**config.mk**
```make
export PLATFORM = sky130hd
export DESIGN_NAME = seg7_scan_flat
export DESIGN_NICKNAME = d
export VERILOG_FILES = /design/src/rtl/seg7_scan_if.sv /design/src/rtl/seg7_scan.sv /design/src/flat_wrapper.sv
export SDC_FILE = /design/constraint.sdc
export NUM_CORES = 1
export LEC_CHECK = 0
export CAP_MARGIN = 30
export CELL_PAD_IN_SITES_DETAIL_PLACEMENT = 1
export CELL_PAD_IN_SITES_GLOBAL_PLACEMENT = 1
export CORE_MARGIN = 1
export CORE_UTILIZATION = 45
export DETAILED_ROUTE_END_ITERATION = 8
export GPL_TIMING_DRIVEN = 0
export PLACE_DENSITY = 0.77
export SYNTH_ARGS = -nofsm -noshare
export SYNTH_HDL_FRONTEND = slang
export SYNTH_SLANG_ARGS = --single-unit
```
**constraint.sdc**
```tcl
create_clock -name clk -period 3.5 [get_ports clk]
set_input_delay 0.525 -clock clk [delete_from_list [all_inputs] [get_ports clk]]
set_output_delay 0.525 -clock clk [all_outputs]
set_load 0.01 [all_outputs]
```
**src/rtl/seg7_scan_if.sv**
```systemverilog
// seg7_scan_if: value/strobe/control inputs and multiplexed display outputs of seg7_scan
interface seg7_scan_if;
  logic [15:0] value_in;
  logic        value_valid;
  logic        blank_lz;
  logic [3:0]  dp_mask;
  logic [3:0]  an;
  logic [6:0]  seg;
  logic        dp;
  logic        frame_tick;
  modport master (output value_in, value_valid, blank_lz, dp_mask, input an, seg, dp, frame_tick);
  modport slave  (input value_in, value_valid, blank_lz, dp_mask, output an, seg, dp, frame_tick);
endinterface

```
**src/rtl/seg7_scan.sv**
```systemverilog
// seg7_scan: 4-digit multiplexed hex display driver with frame-synchronous double buffering
module seg7_scan #(
  parameter logic [15:0] REFRESH_CNT = 16'd50000
) (
  input logic        clk,
  input logic        reset,
  seg7_scan_if.slave bus
);
  localparam logic [111:0] HEX = {7'h71, 7'h79, 7'h5E, 7'h39, 7'h7C, 7'h77, 7'h6F, 7'h7F,
                                  7'h07, 7'h7D, 7'h6D, 7'h66, 7'h4F, 7'h5B, 7'h06, 7'h3F};
  logic [15:0] cnt_q, cnt_d, disp_q, disp_d, pend_reg_q, pend_reg_d;
  logic [1:0]  idx_q, idx_d;
  logic        pend_q, pend_d, term, frame, blank;
  logic [3:0]  an_q, an_d, nib, sh;
  logic [6:0]  seg_q, seg_d, off;
  logic        dp_q, dp_d, tick_q;
  // Next-state scan position, buffer commit and the segment pattern for the digit lit next
  always_comb begin
    term       = cnt_q == REFRESH_CNT - 16'd1;
    frame      = term && idx_q == 2'd3;
    cnt_d      = term ? 16'd0 : cnt_q + 16'd1;
    idx_d      = term ? idx_q + 2'd1 : idx_q;
    pend_reg_d = bus.value_valid ? bus.value_in : pend_reg_q;
    pend_d     = !frame && (bus.value_valid || pend_q);
    disp_d     = !frame ? disp_q : bus.value_valid ? bus.value_in : pend_q ? pend_reg_q : disp_q;
    sh         = {idx_d, 2'b00};
    nib        = disp_d[sh +: 4];
    off        = {3'b000, nib} * 7'd7;
    blank      = bus.blank_lz && idx_d != 2'd0 && (disp_d >> sh) == 16'd0;
    an_d       = ~(4'b0001 << idx_d);
    seg_d      = blank ? 7'h7F : ~HEX[off +: 7];
    dp_d       = ~bus.dp_mask[idx_d];
  end
  // All state and display outputs register together so anode and segments switch on the same edge
  always_ff @(posedge clk or posedge reset) begin
    if (reset) begin
      cnt_q      <= '0;
      idx_q      <= '0;
      disp_q     <= '0;
      pend_reg_q <= '0;
      pend_q     <= 1'b0;
      an_q       <= 4'b1111;
      seg_q      <= 7'h7F;
      dp_q       <= 1'b1;
      tick_q     <= 1'b0;
    end else begin
      cnt_q      <= cnt_d;
      idx_q      <= idx_d;
      disp_q     <= disp_d;
      pend_reg_q <= pend_reg_d;
      pend_q     <= pend_d;
      an_q       <= an_d;
      seg_q      <= seg_d;
      dp_q       <= dp_d;
      tick_q     <= frame;
    end
  end
  assign bus.an         = an_q;
  assign bus.seg        = seg_q;
  assign bus.dp         = dp_q;
  assign bus.frame_tick = tick_q;
endmodule

```
**src/flat_wrapper.sv**
```systemverilog
// flat-port wrapper written by rule: the top's interface ports become plain ports
module seg7_scan_flat 
#(
  parameter logic [15:0] REFRESH_CNT = 16'd50000
)
  (clk, reset, bus_value_in, bus_value_valid, bus_blank_lz, bus_dp_mask, bus_an, bus_seg, bus_dp, bus_frame_tick);
  seg7_scan_if bus_i ();
  input logic clk;
  input logic reset;
  input wire logic [$bits(bus_i.value_in)-1:0] bus_value_in;
  input wire logic [$bits(bus_i.value_valid)-1:0] bus_value_valid;
  input wire logic [$bits(bus_i.blank_lz)-1:0] bus_blank_lz;
  input wire logic [$bits(bus_i.dp_mask)-1:0] bus_dp_mask;
  output wire logic [$bits(bus_i.an)-1:0] bus_an;
  output wire logic [$bits(bus_i.seg)-1:0] bus_seg;
  output wire logic [$bits(bus_i.dp)-1:0] bus_dp;
  output wire logic [$bits(bus_i.frame_tick)-1:0] bus_frame_tick;
  assign bus_i.value_in = bus_value_in;
  assign bus_i.value_valid = bus_value_valid;
  assign bus_i.blank_lz = bus_blank_lz;
  assign bus_i.dp_mask = bus_dp_mask;
  assign bus_an = bus_i.an;
  assign bus_seg = bus_i.seg;
  assign bus_dp = bus_i.dp;
  assign bus_frame_tick = bus_i.frame_tick;
  seg7_scan #(.REFRESH_CNT(REFRESH_CNT)) u_core (.clk(clk), .reset(reset), .bus(bus_i));
endmodule
```
==> results.sh, run 1 <==
# implementation run metrics
export IMPL_status="complete, no violations"
export IMPL_ioPinCount=37
export IMPL_numCtsBuffers=9
export IMPL_layout_cells_non_filler=428
export IMPL_port_buffers=35
export IMPL_cp_slowest_stage_delay_ps=450
export IMPL_post_drt_via_cell_ratio=5.44
export IMPL_yosys_warnings=0
export IMPL_fin_setup_tns_ps=0
export IMPL_synthCells=278
export IMPL_cp_top_family="AND-OR/OR-AND gates"
export IMPL_postLayoutCellArea_um2=3940
export IMPL_diodes=0
export IMPL_synth_cell_types=56
export IMPL_final_common_cell="dfrtp_1"
export IMPL_finalClockSkew_ps=11.8
export IMPL_warning_count=31
export IMPL_layout_top_cells="51 x dfrtp_1, 35 x clkdlybuf4s50_1, 29 x nand2_1"
export IMPL_grt_max_degree=38
export IMPL_nNetsFinal=359
export IMPL_chipArea_um2=7550
export IMPL_crit_fanout=6
export IMPL_worstSetupPathType="reg2reg"
export IMPL_cts_tree="done"
export IMPL_synth_seq_cells=64
export IMPL_initCoreUtil_pct=47.2
export IMPL_topCellsByArea="dfrtp_1 40%, dfstp_2 9.7%, mux2_2 6.2%"
export IMPL_cp_required_ps=3790
export IMPL_grt_usage_pct=22.6
export IMPL_cp_common_cell="buf_6"
export IMPL_total_power_mw=1.42
export IMPL_hpwl_mm=5.44
export IMPL_antenna_left=0
export IMPL_drt_iter0_markers=102
==> run 1: timing repair <==
item                       CTS  global route
setup buffers                0             2
setup endpoints to repair    0             7
gates resized                0             4
==> run 1: state kept, by name, summed over array words and instances, names as in the netlist <==
| signal | count |
|---|---|
| u_core.bus.seg | 7 |
| u_core.bus.dp | 1 |
| u_core.bus.frame_tick | 1 |
| u_core.pend_reg_q | 16 |
| u_core.cnt_q | 16 |
| u_core.pend_q | 1 |
| u_core.bus.an | 4 |
| u_core.idx_q | 2 |
| u_core.disp_q | 16 |
==> run 1: layer usage <==
layer / routed length [um] / GRT usage (%)
met5: 0 / 0
met3: 277 / 4.55
met2: 3700 / 37.0
met1: 3390 / 29.9
met4: 128 / 7.42
==> run 1: worst paths after layout <==
path	slack [ps]	to	start
setup / recovery	190	u_core.bus.seg[4]	u_core.cnt_q[4]
hold / removal	460	u_core.cnt_q[0]	u_core.cnt_q[0]
setup reg to reg	190	u_core.bus.seg[4]	u_core.cnt_q[4]
hold reg to reg	460	u_core.cnt_q[0]	u_core.cnt_q[0]
max in group asynchronous	2240	u_core.bus.an[1]	reset
min in group asynchronous	580	u_core.pend_reg_q[15]	reset
==> run 1: stage by stage <==
stage / hold slack (ps) / setup WS, ps
2_1_floorplan: 431 / 467
3_3_place_gp: 449 / 111
3_5_place_dp: 451 / 68.8
4_1_cts: 461 / 58.2
5_1_grt: 489 / -64.3
6_report: 458 / 191
==> run 1: logic make-up (layout without fill, tap and decap cells) <==
kind of cell	Yosys count	after routing	synth area share, %
AOI/OAI and AO/OA	28	28	7.10
xor gates and xnor gates	13	13	3.51
adders and majority gates	8	8	3.09
buffers and inverters	27	81	5.21
DFF	64	64	49.8
muxes	37	37	12.8
and+or+nand+nor	101	101	18.5
==> run 1: synthesized netlist by cell type (all sizes together), types with 8 or more instances <==
cell / instances
buf: 10
a32oi: 9
xnor2: 9
nand2: 30
ha: 8
and3b: 8
inv: 13
nand3: 10
mux2i: 17
dfrtp: 52
mux2: 20
dfstp: 12
nor2: 16
==> run 1: layout make-up <==
cell class | count | area (um2)
clock buffer | 11 | 141
sequential | 64 | 1620
buffer | 13 | 111
clock inverter | 5 | 32.5
timing repair buffer | 38 | 385
fill | 746 | 2930
multi-input combinational | 187 | 1470
tap | 96 | 120
inverter | 14 | 57.6
==> run 1: report_power, final <==
| part | switching (mW) | internal [mW] | total (mW) | leakage, nW |
|---|---|---|---|---|
| clock | 0.296 | 0.274 | 0.570 | 0.0813 |
| sequential | 0.00690 | 0.759 | 0.766 | 0.795 |
| combinational | 0.0395 | 0.0487 | 0.0881 | 0.862 |
run_1/flops_by_reg.png
Other sequential cells in the stronger gray, the rest of the logic in the fainter gray.
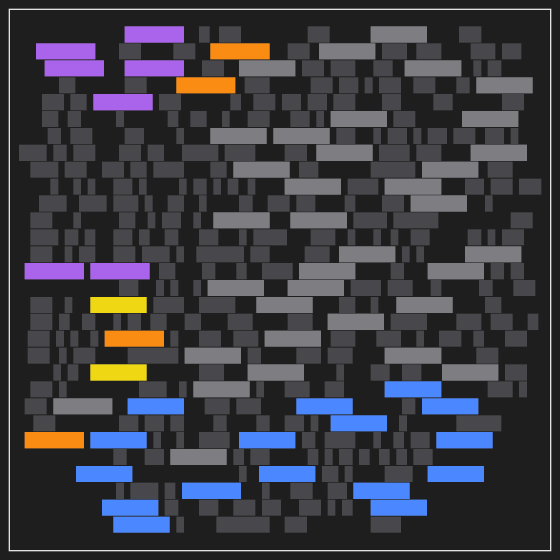
legend:
  yellow:
    netlist_name: `u_core.idx_q`
    flops: 2
  purple:
    netlist_name: `u_core.bus.seg`
    flops: 7
  orange:
    netlist_name: `u_core.bus.an`
    flops: 4
  blue:
    netlist_name: `u_core.cnt_q`
    flops: 16
not colored: 35
Finished Core Util: 57.3%
Seq/total area: 41.1%
sequential power: 766 uW

run_1/layer_met4.png
Supply wires on this layer in gray.
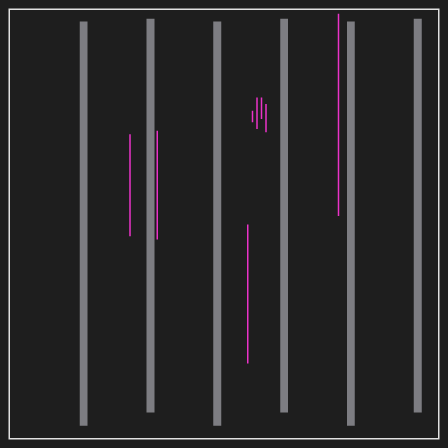
share of all routed wire: 1.7%
longest straight run: 40.8 um
nets with wire on the layer: 7
total routed wirelength: 7.49 mm
detailed-route via count: 2330

run_1/clk_routes.png
Scale bar: 20 um.
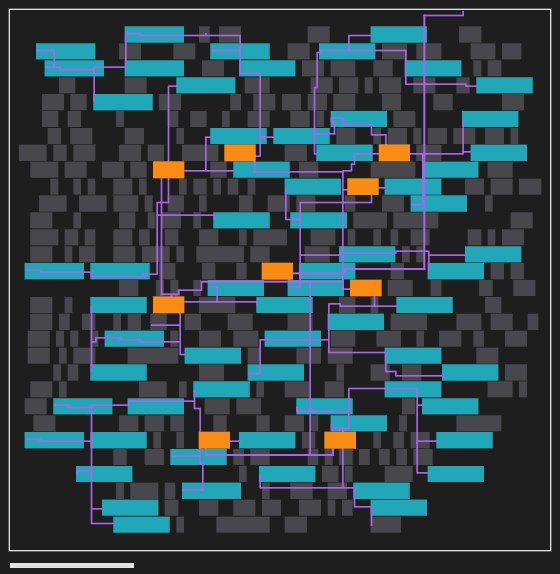
legend:
  purple:
    item: clock wires
    length: 879 um
  cyan:
    item: flip-flops
    count: 64
  orange:
    item: clock drivers
    count: 9
flops lie: all over the die
routed clock nets: 10
clk ins delay skew pair: 350 ps
clock group total power: 570 uW

==> run 2, diff against run 1 <==
--- a/config.mk
+++ b/config.mk
@@ -12,6 +12,7 @@
 export CORE_UTILIZATION = 45
 export DETAILED_ROUTE_END_ITERATION = 8
 export GPL_TIMING_DRIVEN = 0
+export HOLD_SLACK_MARGIN = 0.15
 export PLACE_DENSITY = 0.77
 export SYNTH_ARGS = -nofsm -noshare
 export SYNTH_HDL_FRONTEND = slang
run_2/flops_by_reg.png
Other sequential cells in the stronger gray, the rest of the logic in the fainter gray.
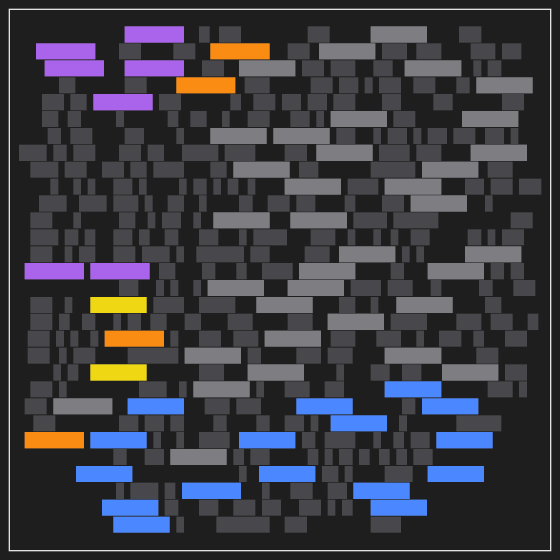
legend:
  orange:
    netlist_name: `u_core.bus.an`
    flops: 4
  blue:
    netlist_name: `u_core.cnt_q`
    flops: 16
  yellow:
    netlist_name: `u_core.idx_q`
    flops: 2
  purple:
    netlist_name: `u_core.bus.seg`
    flops: 7
Reg area: 1620 um2

run_2/clk_routes.png
Scale bar: 20 um.
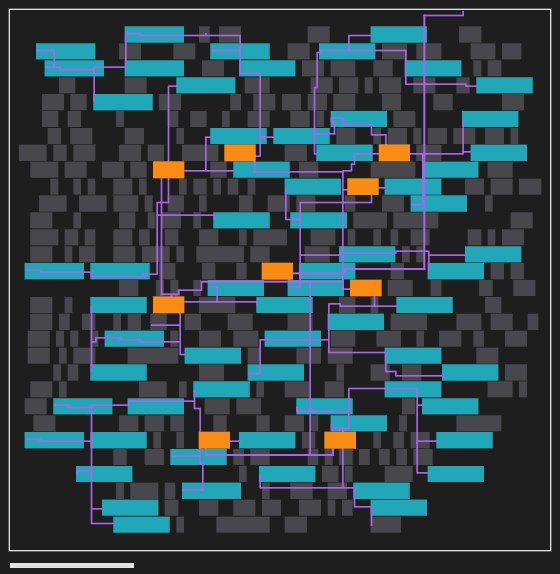
legend:
  purple:
    item: clock wires
    length: 879 um
  orange:
    item: clock drivers
    count: 9
  cyan:
    item: flip-flops
    count: 64
routed clock nets: 10
flops lie: all over the die
Clk pwr share: 40.0%
skew final: 11.8 ps

==> run 2 against run 1 <==
Against the previous run:
- cell area unchanged
- critical path depth stayed put
- maximum frequency stayed put
- final cell count is the same
- area after synthesis unchanged
- sequential power barely moved
- critical path type unchanged
- count of clock-buffer cells in the layout did not move
- highest routed layer unchanged
- clock power is essentially flat
- synthesized cell count unchanged
==> results.sh, run 2 <==
# implementation run metrics
export IMPL_diodes=0
export IMPL_hold_end="u_core.cnt_q[0]"
export IMPL_r2r_end="u_core.bus.seg[4]"
export IMPL_cts_tree="done"
export IMPL_synth_cell_types=56
export IMPL_worstSetupPathType="reg2reg"
export IMPL_mux_share_pct=12.8
export IMPL_layout_cells_non_filler=428
export IMPL_antenna_left=0
export IMPL_synthCells=278
export IMPL_r2r_slack_ps=190
export IMPL_hpwl_mm=5.44
export IMPL_yosys_warnings=0
export IMPL_xor_share_pct=3.51
export IMPL_port_buffers=35
export IMPL_chipArea_um2=7550
export IMPL_r2r_start="u_core.cnt_q[4]"
export IMPL_cp_top_family="AND-OR/OR-AND gates"
export IMPL_crit_fanout=6
export IMPL_ioPinCount=37
export IMPL_final_common_cell="dfrtp_1"
export IMPL_grt_usage_pct=22.6
export IMPL_min_from="u_core.cnt_q[0]"
export IMPL_vias=2330
export IMPL_ys_sh_aoi_pct=7.10
export IMPL_clk_latency_ps=350
export IMPL_status="complete, no violations"
export IMPL_drt_iter0_markers=102
export IMPL_pre_cts_slack_ps=68.8
export IMPL_warning_count=31
export IMPL_yosys_cell_count_top_type="dfrtp_1"
export IMPL_common_cells="52 x dfrtp_1, 30 x nand2_1, 18 x mux2_2"
run_2/clocks.png
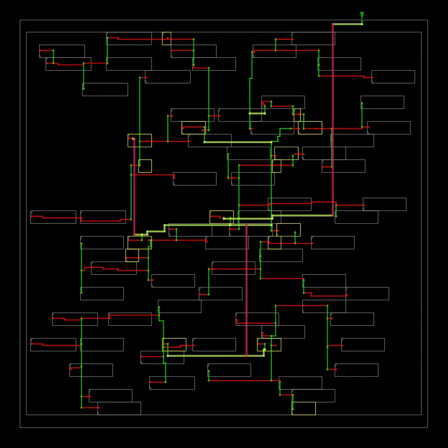
flop count: 64
clkbuf count: 11
Num Clock Sinks: 64
Num CTS Buffers: 9

-- run 2: cell counts in the layout (fill, tap and decap cells not counted) --
Identical to the previous run, type by type.
-- run 2: per-stage QoR --
step | hold slack (ps) | util [%] | TNS, ps | power (mW)
after floorplan | 431 | - | 0 | 0.823
after global placement | 449 | 54.1 | 0 | 0.863
after detailed placement | 451 | 54.4 | 0 | 0.869
after CTS | 461 | 56.9 | 0 | 1.43
after global routing | 489 | 57.3 | -80.1 | 1.47
final | 458 | 57.3 | 0 | 1.42
-- run 2: final cells by class --
| class | instances | area (um2) |
|---|---|---|
| buffer | 13 | 111 |
| clock buffer | 11 | 141 |
| clock inverter | 5 | 32.5 |
| fill | 746 | 2930 |
| inverter | 14 | 57.6 |
| multi-input combinational | 187 | 1470 |
| sequential | 64 | 1620 |
| tap | 96 | 120 |
| timing repair buffer | 38 | 385 |
-- run 2: routing by layer --
layer	up-vias	part of all wire (%)	GRT usage [%]
met1	1174	45	29.9
met5	-	0	0
met4	0	1.7	7.42
met3	16	3.7	4.55
li1	1082	-	-
met2	58	49	37.0
-- run 2: how the worst max path moves through the flow --
stage / start / to / slack [ps] / cells past startpoint
after floorplan: u_core.cnt_q[5] / u_core.bus.seg[4] / 470 / 12
after global placement: bus_value_valid / u_core.bus.seg[0] / 110 / 12
after detailed placement: u_core.cnt_q[0] / u_core.bus.seg[4] / 70 / 13
after CTS: u_core.cnt_q[0] / u_core.bus.seg[4] / 60 / 13
after global routing: u_core.cnt_q[4] / u_core.bus.seg[4] / -60 / 13
final: u_core.cnt_q[4] / u_core.bus.seg[4] / 190 / 13
-- run 2: cell families (layout without fill, tap and decap cells) --
| kind of cell | count (synthesis) | after routing |
|---|---|---|
| mux | 37 | 37 |
| xor+xnor | 13 | 13 |
| simple gates | 101 | 101 |
| compound gates | 28 | 28 |
| buf+inv | 27 | 81 |
| flops | 64 | 64 |
| fa+ha+maj | 8 | 8 |
-- run 2: repair_timing --
item	4_1_cts	5_1_grt
buffers inserted	0	2
resized	0	4
endpoints found under the setup margin	0	7
-- run 2: report_power, final --
group | total [mW] | internal [mW] | switching (mW) | leakage (nW)
sequential | 0.766 | 0.759 | 0.00690 | 0.795
combinational | 0.0881 | 0.0487 | 0.0395 | 0.862
clock | 0.570 | 0.274 | 0.296 | 0.0813
==> run 3, diff against run 2 <==
--- a/config.mk
+++ b/config.mk
@@ -10,9 +10,10 @@
 export CELL_PAD_IN_SITES_GLOBAL_PLACEMENT = 1
 export CORE_MARGIN = 1
 export CORE_UTILIZATION = 45
+export CTS_CLUSTER_SIZE = 14
 export DETAILED_ROUTE_END_ITERATION = 8
 export GPL_TIMING_DRIVEN = 0
-export HOLD_SLACK_MARGIN = 0.15
+export HOLD_SLACK_MARGIN = 0.05
 export PLACE_DENSITY = 0.77
 export SYNTH_ARGS = -nofsm -noshare
 export SYNTH_HDL_FRONTEND = slang
run_3/layer_met4.png
Supply wires on this layer in gray.
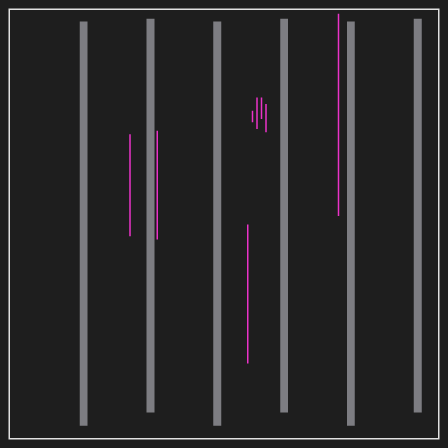
nets with wire on the layer: 7
share of all routed wire: 1.7%
wire length on this layer: 129 um

run_3/clocks.png
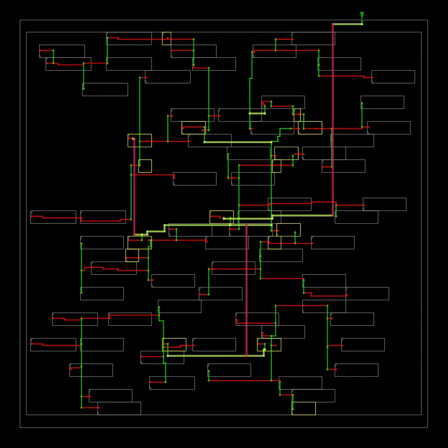

run_3/flops_by_reg.png
Other sequential cells in the stronger gray, the rest of the logic in the fainter gray.
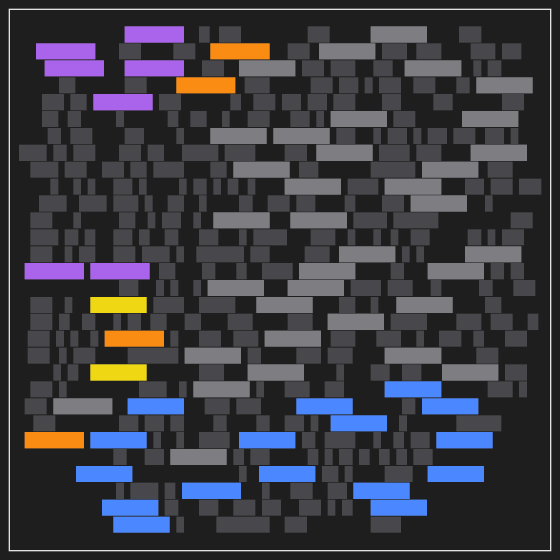
legend:
  blue:
    netlist_name: `u_core.cnt_q`
    flops: 16
  purple:
    netlist_name: `u_core.bus.seg`
    flops: 7
  yellow:
    netlist_name: `u_core.idx_q`
    flops: 2
  orange:
    netlist_name: `u_core.bus.an`
    flops: 4

==> run 3 against run 2 <==
Against the previous run:
- area after synthesis stayed put
- total power unchanged
- combinational power hardly changed
- count of clock-buffer cells in the layout unchanged
- register-to-register slack barely moved
- final cell count stayed put
- hold slack stayed put
- largest power group unchanged
==> results.sh, run 3 <==
# implementation run metrics
export IMPL_grt_usage_pct=22.6
export IMPL_topCellsByArea="dfrtp_1 40%, dfstp_2 9.7%, mux2_2 6.2%"
export IMPL_yosys_warnings=0
export IMPL_common_cells="52 x dfrtp_1, 30 x nand2_1, 18 x mux2_2"
export IMPL_cts_sinks=64
export IMPL_layout_top_cells="51 x dfrtp_1, 35 x clkdlybuf4s50_1, 29 x nand2_1"
export IMPL_status="complete, no violations"
export IMPL_yosys_cell_count_top_type="dfrtp_1"
export IMPL_numCtsBuffers=9
export IMPL_synthCells=278
export IMPL_synth_seq_cells=64
export IMPL_total_power_mw=1.42
export IMPL_clk_latency_ps=350
export IMPL_hpwl_mm=5.44
export IMPL_port_buffers=35
export IMPL_warning_count=31
export IMPL_cp_top_family="AND-OR/OR-AND gates"
export IMPL_cp_required_ps=3790
export IMPL_cp_common_cell="buf_6"
export IMPL_cp_slowest_stage_delay_ps=450
export IMPL_pre_cts_slack_ps=68.8
export IMPL_nNetsFinal=359
export IMPL_grt_max_degree=38
export IMPL_holdWs_ps=458
[run 3: cell counts in the layout (fill, tap and decap cells not counted)]
Identical to the previous run, type by type.
[run 3: logic make-up (layout without fill, tap and decap cells)]
| logic type | after synthesis | count (layout) | share of synthesized area (%) |
|---|---|---|---|
| AND/OR/NAND/NOR | 101 | 101 | 18.5 |
| flip-flops | 64 | 64 | 49.8 |
| multiplexers | 37 | 37 | 12.8 |
| AND-OR/OR-AND | 28 | 28 | 7.10 |
| buffers and inverters | 27 | 81 | 5.21 |
| XOR/XNOR | 13 | 13 | 3.51 |
| adder cells (fa/ha/maj) | 8 | 8 | 3.09 |
[run 3: repair_timing]
item,4_1_cts,5_1_grt
gates resized,0,4
setup buffers,0,2
endpoints found under the setup margin,0,7
hold endpoints to repair,0,0
[run 3: power by group]
part / switching, mW / internal, mW / leakage, nW
clock: 0.296 / 0.274 / 0.0813
combinational: 0.0395 / 0.0487 / 0.862
sequential: 0.00690 / 0.759 / 0.795
[run 3: path summary, 6_finish.rpt]
| check | depth (start not counted) | slack (ps) | from | endpoint |
|---|---|---|---|---|
| worst max register to register | 13 | 190 | u_core.cnt_q[4] | u_core.bus.seg[4] |
| worst min-delay path | 1 | 460 | u_core.cnt_q[0] | u_core.cnt_q[0] |
| worst max-delay path | 13 | 190 | u_core.cnt_q[4] | u_core.bus.seg[4] |
| max in group asynchronous | 3 | 2240 | reset | u_core.bus.an[1] |
| worst min register to register | 1 | 460 | u_core.cnt_q[0] | u_core.cnt_q[0] |
| min in group asynchronous | 2 | 580 | reset | u_core.pend_reg_q[15] |
[run 3: area by class of cell]
cell class / count / area, um2
flip-flops and latches: 64 / 1620
multi-input cells: 187 / 1470
repair buffers: 38 / 385
inverters: 14 / 57.6
clock inverters: 5 / 32.5
clock buffers: 11 / 141
plain buffers: 13 / 111
fillers: 746 / 2930
well taps: 96 / 120
[run 3: metal layers]
| metal | part of all wire [%] | routed length, um | GRT usage, % |
|---|---|---|---|
| met3 | 3.7 | 277 | 4.55 |
| met1 | 45 | 3390 | 29.9 |
| met2 | 49 | 3700 | 37.0 |
| met4 | 1.7 | 128 | 7.42 |
| met5 | 0 | 0 | 0 |
[run 3: stage by stage]
step                utilization, %  setup TNS [ps]  cell area [um2]
floorplan                        -               0             3240
global placement              54.1               0             3710
detailed placement            54.4               0             3730
CTS                           56.9               0             3910
global route                  57.3           -80.1             3940
finish                        57.3               0             3940
Power and IR drop assume default switching activity.
